### Selected gate families, run 1

Scale bar: 10 um.
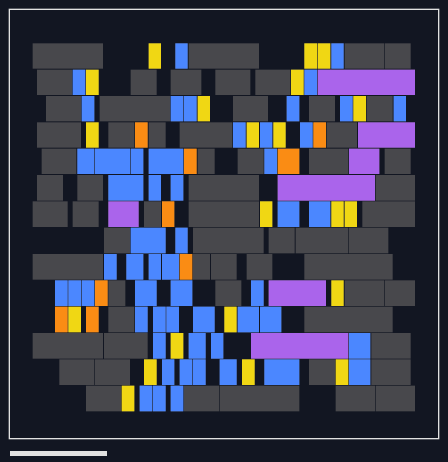
### Drive-strength map, run 1

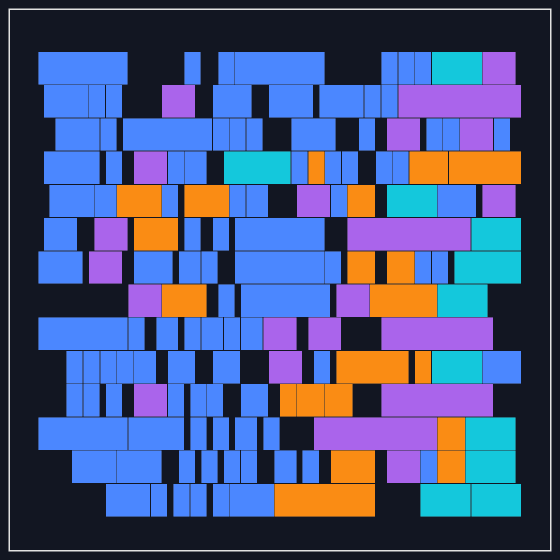
### Clock wires, drivers and flops, run 1

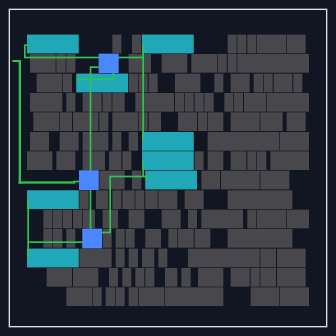
### Track usage over the die, run 1

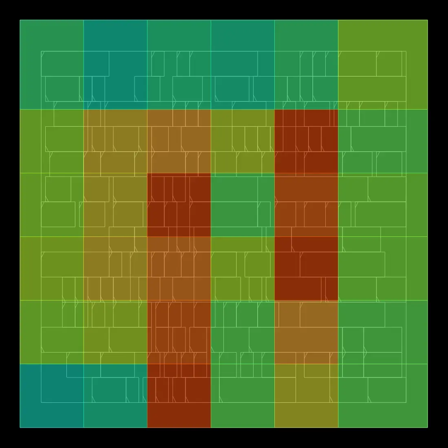
==> config.mk <==
export PLATFORM = sky130hd
export DESIGN_NAME = fifo_wr_ctrl
export DESIGN_NICKNAME = d
export VERILOG_FILES = /design/src/rtl/fifo_wr_ctrl_pkg.sv /design/src/rtl/fifo_gray2bin.sv /design/src/rtl/fifo_wr_ctrl.sv
export SDC_FILE = /design/constraint.sdc
export NUM_CORES = 1
export LEC_CHECK = 0
export ABC_AREA = 1
export CAP_MARGIN = 15
export CORE_MARGIN = 2
export CORE_UTILIZATION = 45
export DETAILED_ROUTE_END_ITERATION = 8
export PLACE_DENSITY = 0.78
export SETUP_SLACK_MARGIN = 0.02
export SYNTH_ARGS = -nofsm -noshare
export SYNTH_HDL_FRONTEND = slang
export SYNTH_SLANG_ARGS = --single-unit
==> constraint.sdc <==
create_clock -name wclk -period 2.23 [get_ports wclk]
set_input_delay 0.446 -clock wclk [delete_from_list [all_inputs] [get_ports wclk]]
set_output_delay 0.446 -clock wclk [all_outputs]
set_load 0.02 [all_outputs]
==> src/rtl/fifo_wr_ctrl_pkg.sv <==
// Shared async-FIFO helpers: Gray/binary conversion and pointer geometry checks,
// used by both the write-side and read-side pointer controllers.
package fifo_wr_ctrl_pkg;

    localparam int PTR_MAX_W = 16;

    function automatic logic [PTR_MAX_W-1:0] bin2gray(input logic [PTR_MAX_W-1:0] i_bin);
        return i_bin ^ (i_bin >> 1);
    endfunction

    // Narrower pointers are zero-extended, so the leading zeros leave the prefix XOR unchanged.
    function automatic logic [PTR_MAX_W-1:0] gray2bin(input logic [PTR_MAX_W-1:0] i_gray);
        logic [PTR_MAX_W-1:0] v_bin;
        logic                 v_acc;
        v_bin = '0;
        v_acc = 1'b0;
        for (int i = PTR_MAX_W - 1; i >= 0; i--) begin
            v_acc    = v_acc ^ i_gray[i];
            v_bin[i] = v_acc;
        end
        return v_bin;
    endfunction

    function automatic bit depth_ok(input int depth, input int addr_width);
        return (addr_width >= 3) && (addr_width <= PTR_MAX_W) &&
               (depth == (1 << (addr_width - 1)));
    endfunction

    function automatic bit thresh_ok(input int thresh, input int depth);
        return (thresh >= 1) && (thresh <= depth);
    endfunction

endpackage

==> src/rtl/fifo_gray2bin.sv <==
// Combinational Gray-to-binary decoder: each binary bit is the XOR of all Gray bits at and above it.
module fifo_gray2bin #(
    parameter int WIDTH = 4
) (
    input  logic [WIDTH-1:0] i_gray,
    output logic [WIDTH-1:0] o_bin
);

    for (genvar i = 0; i < WIDTH; i++) begin : g_bit
        assign o_bin[i] = ^i_gray[WIDTH-1:i];
    end

endmodule

==> src/rtl/fifo_wr_ctrl.sv <==
// Write-side pointer and flag controller of the async FIFO. Flags and level are derived
// from the read pointer already synchronized into wclk, so occupancy is never under-reported.
module fifo_wr_ctrl
    import fifo_wr_ctrl_pkg::*;
#(
    parameter int FIFO_DEPTH   = 8,
    parameter int ADDR_WIDTH   = 4,
    parameter int AFULL_THRESH = 6
) (
    input  logic                  wclk,
    input  logic                  wrst_n,
    input  logic                  winc,
    input  logic                  ovf_clr,
    input  logic [ADDR_WIDTH-1:0] rptr_gray_sync,
    output logic                  wclken,
    output logic [ADDR_WIDTH-2:0] waddr,
    output logic [ADDR_WIDTH-1:0] wptr_gray,
    output logic                  full,
    output logic                  almost_full,
    output logic [ADDR_WIDTH-1:0] wlevel,
    output logic                  overflow
);

    localparam int MSB = ADDR_WIDTH - 1;

    if (!depth_ok(FIFO_DEPTH, ADDR_WIDTH)) begin : g_bad_depth
        $error("fifo_wr_ctrl: FIFO_DEPTH must equal 2**(ADDR_WIDTH-1) with ADDR_WIDTH >= 3");
    end
    if (!thresh_ok(AFULL_THRESH, FIFO_DEPTH)) begin : g_bad_thresh
        $error("fifo_wr_ctrl: AFULL_THRESH must lie in 1..FIFO_DEPTH");
    end

    logic [ADDR_WIDTH-1:0] r_wptr_bin;
    logic [ADDR_WIDTH-1:0] r_wptr_gray;
    logic                  r_overflow;

    logic [ADDR_WIDTH-1:0] w_rptr_bin_sync;
    logic [ADDR_WIDTH-1:0] w_full_cmp;
    logic [ADDR_WIDTH-1:0] w_wptr_next;
    logic [ADDR_WIDTH-1:0] w_level;
    logic                  w_full;
    logic                  w_wen;
    logic                  w_ovf_event;

    fifo_gray2bin #(
        .WIDTH (ADDR_WIDTH)
    ) u_rptr_g2b (
        .i_gray (rptr_gray_sync),
        .o_bin  (w_rptr_bin_sync)
    );

    // Full when the write pointer is exactly one lap ahead: in Gray code that means
    // the top two bits differ from the read pointer and the rest match.
    assign w_full_cmp = {~rptr_gray_sync[MSB:MSB-1], rptr_gray_sync[MSB-2:0]};
    assign w_full     = (r_wptr_gray == w_full_cmp);

    // Request/accept: winc is the producer's request; a word is accepted (memory written,
    // pointer advanced) on exactly the wclk edges where wclken is high. wrst_n gates it so
    // the memory is never written on a reset edge.
    assign w_wen       = winc & ~w_full & wrst_n;
    assign w_ovf_event = winc & w_full;
    assign w_wptr_next = r_wptr_bin + ADDR_WIDTH'(1);
    assign w_level     = r_wptr_bin - w_rptr_bin_sync;

    always_ff @(posedge wclk) begin
        if (!wrst_n) begin
            r_wptr_bin  <= '0;
            r_wptr_gray <= '0;
            r_overflow  <= 1'b0;
        end else begin
            if (w_wen) begin
                r_wptr_bin  <= w_wptr_next;
                r_wptr_gray <= w_wptr_next ^ (w_wptr_next >> 1);
            end
            if (w_ovf_event) begin
                r_overflow <= 1'b1;
            end else if (ovf_clr) begin
                r_overflow <= 1'b0;
            end
        end
    end

    assign wclken      = w_wen;
    assign waddr       = r_wptr_bin[MSB-1:0];
    assign wptr_gray   = r_wptr_gray;
    assign full        = w_full;
    assign wlevel      = w_level;
    assign almost_full = (w_level >= ADDR_WIDTH'(AFULL_THRESH));
    assign overflow    = r_overflow;

endmodule

==> flow_summary_export.csv, run 1 <==
group,metric,value,unit
hold_path,number_of_cells_traversed_by_the_worst_hold_path,2,
logic_synthesis,synthDominantCellAreaShare,0.220,
power_and_ir_drop,clockPowerShare,0.140,
outcome,violated_checks,"negative setup slack",
die,core,0.00151,mm2
final_layout,layout.area.top_class,"combinational gates",
final_layout,n_multi_input_combinational_cell,82,
final_layout,design.final.nets,167,
logic_synthesis,synthTopCellsByArea,"sky130_fd_sc_hd__dfxtp_1, sky130_fd_sc_hd__nand2_1, sky130_fd_sc_hd__inv_1",
power_and_ir_drop,leakage,0.636,nW
clock_tree,cts-hold-fix-buffers,0,
run,maximum_capacitance_violations,0,
setup_path,timing.critical_path.cells,"buf_8 -> xnor2_4 -> buf_6 -> xor2_4 -> buf_6 -> fa_2 -> xor2_4 -> nand2_2 -> nand2_2 -> buf_6",
placed_design,dpl_cell_area,0.00106,mm2
drt,total_wirelength,1.84,mm
logic_synthesis,yosys.cell_types.count,18,
die,die-area,0.00195,mm2
clock_tree,post-cts-setup-buffers,4,
run,log.warning_count,28,
power_and_ir_drop,top_power_group,"combinational logic",
outcome,status,"finished, violations left",
placed_design,dp.final_hpwl,1.31,mm
sta,fin_crit_sh,1.08,
setup_path,cp-startpoint,"rptr_gray_sync[3]",
power_and_ir_drop,combinationalPower,0.511,mW
die,die_w,44.2,um
die,num_tap_cells,16,
clock_tree,clk_pin_slew_worst_paths,60,ps
logic_synthesis,synth-edff-count,0,
sta,worst_case_setup_margin_in_the_final_layout,-170,ps
sta,worst_pin_slew,230,ps
logic_synthesis,yosys.area.top_type,"sky130_fd_sc_hd__dfxtp_1",
grt,grt_usage,0.219,
logic_synthesis,ys_seq_elements,8,
sta,grt_setup_unrepaired,"yes",
grt,grt.met1_usage,0.256,
grt,initial_antenna_violation_count,0,
hold_path,holdPathEnd,"overflow$_SDFFE_PN0P_",
logic_synthesis,synth.avg_cell_area,6.32,um2
clock_tree,tritoncts_num_sinks,8,
drt,wl_met1,782,um
power_and_ir_drop,cellInternalPower,0.473,mW
grt,grt_start_max_net_pins,14,
sta,setup-violations-final,4,
placed_design,numPlacedInstances,160,
placed_design,placement_setup_slack,-1070,ps
die,initCoreUtil,0.483,
final_layout,regMostFlops,"r_wptr_bin",
grt,grt_overflow,0,
drt,topRoutingLayerUsed,"met4",
sta,finalCriticalPeriod,2400,ps
final_layout,area_delta_synth_final,68.3,%
logic_synthesis,flop_cell,"sky130_fd_sc_hd__dfxtp_1",
final_layout,register_area,160,um2
clock_tree,insertion_delay,250,ps
clock_tree,tritoncts_clock_tree,"done",
die,fp.dieH,44.2,um
power_and_ir_drop,total_power,0.798,mW
setup_path,reg2reg_from,"r_wptr_bin[1]$_SDFFE_PN0P_",
sta,final.hold.worst_slack,499,ps
setup_path,worst_path_most_repeated_cell,"sky130_fd_sc_hd__buf_6",
power_and_ir_drop,comb_power_share,0.641,
final_layout,non_clock_buffer_count,38,
clock_tree,cts-resized-gates,64,
power_and_ir_drop,power.sequential.total,0.175,mW
final_layout,non_clock_buffering_overhead_in_the_final_layout,0.302,
final_layout,logic_share_of_the_area,0.468,
final_layout,max_ffs_per_register,4,
logic_synthesis,yosys-stat-area,727,um2
drt,first_iter_violations,8,
final_layout,fill_cells,111,
setup_path,cp_data_arrival_time,1950,ps
hold_path,hp_start,"overflow$_SDFFE_PN0P_",
drt,met3_wirelength,59,um
setup_path,category_of_cells_accounting_for_the_largest_share_of_critical_path_delay,"XOR/XNOR gates",
drt,vias,833,
placed_design,gp_routability_congestion,0.861,
setup_path,critical_path.startpoint_type,"input port",
About 'Selected gate families':
Orange is nor cells, cells 9. Yellow is inv cells, cells 21. Purple is xor and xnor cells, cells 7. Blue is nand cells, cells 54.

About 'Drive-strength map':
Blue is _0 and _1 cells, cells 100, most used nand2_1. Cyan is _6 and larger, cells 11, most used buf_6. Purple is _3 and _4 cells, cells 21, most used buf_4. Orange is _2 cells, cells 20, most used nand2_2.

About 'Clock wires, drivers and flops':
Blue is clock drivers, count 3. Green is clock wires, length 126 um. Cyan is flip-flops, count 8.
There are 4 routed clock nets.

About 'Track usage over the die':
global-route met2 utilization: 0.391
routing layer with the top usage in global route: met2
post-layout util: 0.812

==> inputs of run 2 (changes only) <==
SLEW_MARGIN = 20   (was not set)
### Metal 3, run 2

Cells faint in the background.
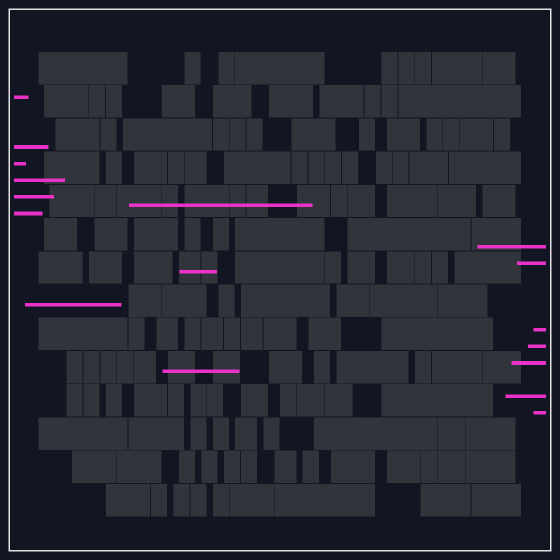
16 nets have wire on it. The wires run mostly horizontal. The layer carries 59.6 um of wire.

==> flow_summary_export.csv, run 2 <==
group,metric,value,unit
drt,met3_wirelength,59,um
final_layout,area_delta_synth_final,68.3,%
logic_synthesis,synth-edff-count,0,
grt,grt_overflow,0,
final_layout,post-route-util,0.812,
sta,fin_crit_sh,1.08,
setup_path,cp_data_arrival_time,1950,ps
sta,final.hold.worst_slack,499,ps
setup_path,rrSetupSlack,780,ps
hold_path,holdPathEnd,"overflow$_SDFFE_PN0P_",
drt,vias,833,
sta,finalCriticalPeriod,2400,ps
logic_synthesis,yosys.cell_types.count,18,
setup_path,critical_path.startpoint_type,"input port",
hold_path,hp_start,"overflow$_SDFFE_PN0P_",
final_layout,non_clock_buffer_count,38,
final_layout,fill_cells,111,
power_and_ir_drop,comb_power_share,0.641,
die,fp.dieH,44.2,um
final_layout,design.final.nets,167,
setup_path,category_of_cells_accounting_for_the_largest_share_of_critical_path_delay,"XOR/XNOR gates",
die,core,0.00151,mm2
clock_tree,cts-hold-fix-buffers,0,
logic_synthesis,synthTopCellsByArea,"sky130_fd_sc_hd__dfxtp_1, sky130_fd_sc_hd__nand2_1, sky130_fd_sc_hd__inv_1",
grt,initial_antenna_violation_count,0,
run,log.warning_count,28,
clock_tree,insertion_delay,250,ps
hold_path,number_of_cells_traversed_by_the_worst_hold_path,2,
grt,grt_start_max_net_pins,14,
power_and_ir_drop,cellInternalPower,0.473,mW
die,num_tap_cells,16,
sta,setup-violations-final,4,
final_layout,regMostFlops,"r_wptr_bin",
die,initCoreUtil,0.483,
power_and_ir_drop,clockPowerShare,0.140,
power_and_ir_drop,power.sequential.total,0.175,mW
clock_tree,post-cts-setup-buffers,4,
drt,topRoutingLayerUsed,"met4",
outcome,violated_checks,"negative setup slack",
power_and_ir_drop,combinationalPower,0.511,mW
logic_synthesis,synth.avg_cell_area,6.32,um2
power_and_ir_drop,top_power_group,"combinational logic",
logic_synthesis,synthDominantCellAreaShare,0.220,
final_layout,n_multi_input_combinational_cell,82,
outcome,status,"finished, violations left",
logic_synthesis,adder_and_majority_gate_portion_of_the_synthesized_area,0.0964,
sta,worst_case_setup_margin_in_the_final_layout,-170,ps
setup_path,worst_path_most_repeated_cell,"sky130_fd_sc_hd__buf_6",
run,maximum_capacitance_violations,0,
grt,grt_use_met2,0.391,
grt,gr-max-usage-layer,"met2",
die,die-area,0.00195,mm2
logic_synthesis,ys_seq_elements,8,
sta,grt_setup_unrepaired,"yes",
drt,mean_routed_wirelength_per_cell,11.0,um
grt,grt.met1_usage,0.256,
logic_synthesis,yosys-stat-area,727,um2
placed_design,dpl_cell_area,0.00106,mm2
final_layout,layout.area.top_class,"combinational gates",
final_layout,inverters,21,
drt,wl_met1,782,um
clock_tree,tritoncts_num_sinks,8,
drt,post-route-drc-count,0,
placed_design,numPlacedInstances,160,
sta,worst_pin_slew,230,ps
power_and_ir_drop,leakage,0.636,nW
final_layout,max_ffs_per_register,4,
setup_path,timing.critical_path.cells,"buf_8 -> xnor2_4 -> buf_6 -> xor2_4 -> buf_6 -> fa_2 -> xor2_4 -> nand2_2 -> nand2_2 -> buf_6",
grt,grt_usage,0.219,
final_layout,non_clock_buffering_overhead_in_the_final_layout,0.302,
Power is estimated from default activity; no workload was simulated.
